Design regfile_multiport, sky130hd; sources not shown.
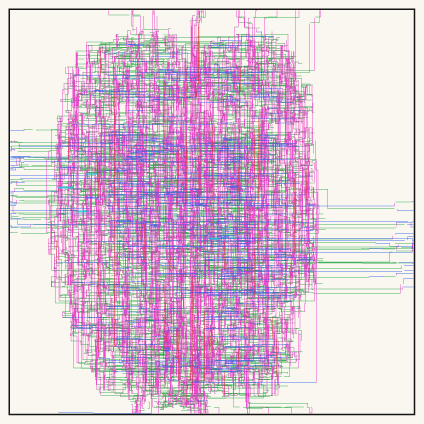
*Signal wires by layer*
Scale: 1 px per um.
- M2: magenta (wire length 77.2 mm)
- M1: green (wire length 61.6 mm)
- M3: blue (wire length 14,900 um)
- M5: cyan (wire length 41.4 um)
- M4: red (wire length 4,360 um)
wire per inst: 33.1 um
GRT Total Usage: 19.2%

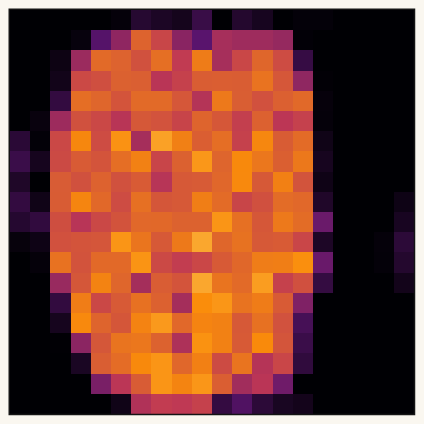
*Cell density map*
Scale: 1 px per um. 20 x 20 tiles, from black (low) to pale yellow (high), 0 to 100% covered.
- emptiest ninth of the die: lower right
- fullest tile: 81%
- nearly empty tiles: 34%
- tiles over 75% full: 4.3%
FP Util: 30.2%
post-layout util: 37.1%
CORE AREA: 159,000 um^2

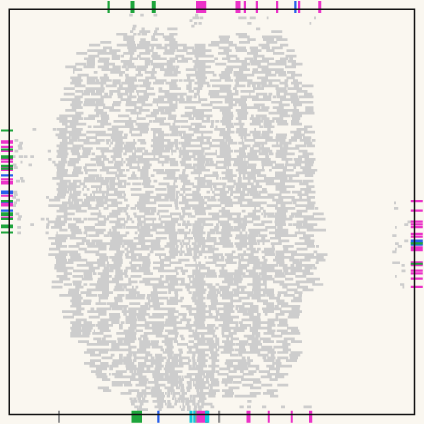
*Ports around the boundary*
Scale: 1 px per um. Pins as bars across the die edge, other pins in grey.
- regWrite: red (pins 1; direction input; edge bottom)
- readAddr: blue (pins 10; direction input; edge 5 left, 3 right, 1 bottom, 1 top)
- writeReg: cyan (pins 5; direction input; edge bottom)
- readData: magenta (pins 64; direction output; edge 17 top, 16 right, 16 bottom, 15 left)
- writeData: green (pins 32; direction input; edge 13 left, 10 bottom, 7 top, 2 right)
Die Y: 404 um
die width: 404 um
PortBufs: 107

==> results.cfg <==
; flow metrics
[floorplanning]
rows = 146
dieArea_um2 = 163000
io_pins = 115

[logic_synthesis]
yosysTopAreaCellShare_pct = 64.2
enable_flop_cells = 1024
area_leaders = edfxtp_1, mux4_2, mux2i_1
yosysTopAreaCell = edfxtp_1
synth.cell_area_um2 = 47900
ys_area_um2 = 47900

[clocking]
cts.sink_count = 1032
cts_hold_buf = 0
tritoncts = yes
htreeDepth = 3
clkSlewWorstSetupHoldPaths_ps = 60

[power_and_ir_drop]
cellLeakagePower_nw = 18.9
p_per_area_nw_per_um2 = 516

[global_route]
antenna_found_initial = 13
grt_pass1_vias = 27366
overflow = 0
grt_max_degree = 28

[critical_path]
cp_max_fo = 10
r2r_cells = 6
cp.required_ps = 2780

[finish]
layout.nets = 2662
drive_gt1_share_pct = 44.3
area_growth_pct = 22.8

[detailed_routing]
route.vias.total = 26847
drt_iter0_drc = 3633

[status]
violations = negative setup slack
status = finished, violations left

[placement]
pre_cts_ws_ps = -1080

[flow_run]
warning_count = 30

[final_timing]
fin_ws_ps = -12.8
setup_violations = 2
max_freq_mhz = 311
[where the power goes]
| part | total, W | internal (W) | switching [W] |
|---|---|---|---|
| registers | 0.0150 | 0.0150 | 0.0000479 |
| logic | 0.00262 | 0.00108 | 0.00154 |
| clock network | 0.0127 | 0.00741 | 0.00528 |
| total | 0.0304 | 0.0235 | 0.00687 |
[layout make-up]
| cell class | instances | share of cell area [%] |
|---|---|---|
| diodes | 4 | 0.0170 |
| plain buffers | 177 | 2.17 |
| clock buffers | 134 | 4.85 |
| clock inverters | 53 | 1.09 |
| inverters | 2 | 0.0127 |
| multi-input cells | 1073 | 29.9 |
| flip-flops and latches | 1032 | 52.5 |
| well taps | 2072 | 4.40 |
| repair buffers | 222 | 5.07 |
[layout by cell type, fill, tap and decap left out, drive strengths merged, types with 8 or more instances in the layout]
master	netlist	routed
edfxtp	1024	1024
o22a	58	58
nor2	41	41
dfxtp	8	8
clkbuf	58	200
buf	122	235
bufinv	0	14
a21oi	14	14
mux4	500	500
a21o	9	9
o221ai	58	58
clkinv	0	33
clkdlybuf4s50	0	42
mux2i	265	265
nor2b	41	41
clkdlybuf4s15	0	33
dlygate4sd2	0	21
nand2	19	19
[stage by stage]
| step | area [um^2] | hold WS (ps) | cells |
|---|---|---|---|
| 3_3_place_gp | 51600 | 370 | 4466 |
| 4_1_cts | 58700 | 259 | 4762 |
| 6_report | 58900 | 288 | 4769 |
| 3_5_place_dp | 53300 | 381 | 4540 |
| 5_1_grt | 58900 | 311 | 4766 |
| 2_1_floorplan | 47900 | 354 | 2287 |
[synth_stat cells, drive strengths merged, types with 6 or more instances]
cell type / number
edfxtp: 1024
mux4: 500
mux2i: 265
buf: 122
clkbuf: 58
o221ai: 58
o22a: 58
nor2: 41
nor2b: 41
nand2: 19
a21oi: 14
a21o: 9
dfxtp: 8
a2111oi: 6
a22o: 6
a22oi: 6
a31oi: 6
[kinds of logic after synthesis]
logic type | Yosys count | share of synthesized area, %
buffers and inverters | 182 | 1.91
AND/OR/NAND/NOR | 131 | 1.44
multiplexers | 766 | 29.1
AND-OR/OR-AND | 171 | 3.01
flip-flops | 1032 | 64.5
XOR/XNOR | 4 | 0.0731
adder cells (fa/ha/maj) | 1 | 0.0261
[per-layer routing]
metal | track usage [%] | up-vias | routed length (um)
met5 | 0 | - | 41
met4 | 5.86 | 8 | 4360
met3 | 4.45 | 229 | 14900
met2 | 31.7 | 1311 | 77200
met1 | 25.2 | 14596 | 61600
li1 | - | 10703 | -
[worst max-delay path: stages]
cell and delay, ps:
buf_2 280, buf_4 350, buf_4 410, buf_4 390, mux2i_1 520, o221ai_4 200, clkdlybuf4s15_2 290
[what timing repair did]
action | in CTS | in global routing
gates resized | 480 | 56
pin swaps | 33 | 6
endpoints found under the setup margin | 298 | 39
buffers inserted | 38 | 1
Power and IR drop assume default switching activity.
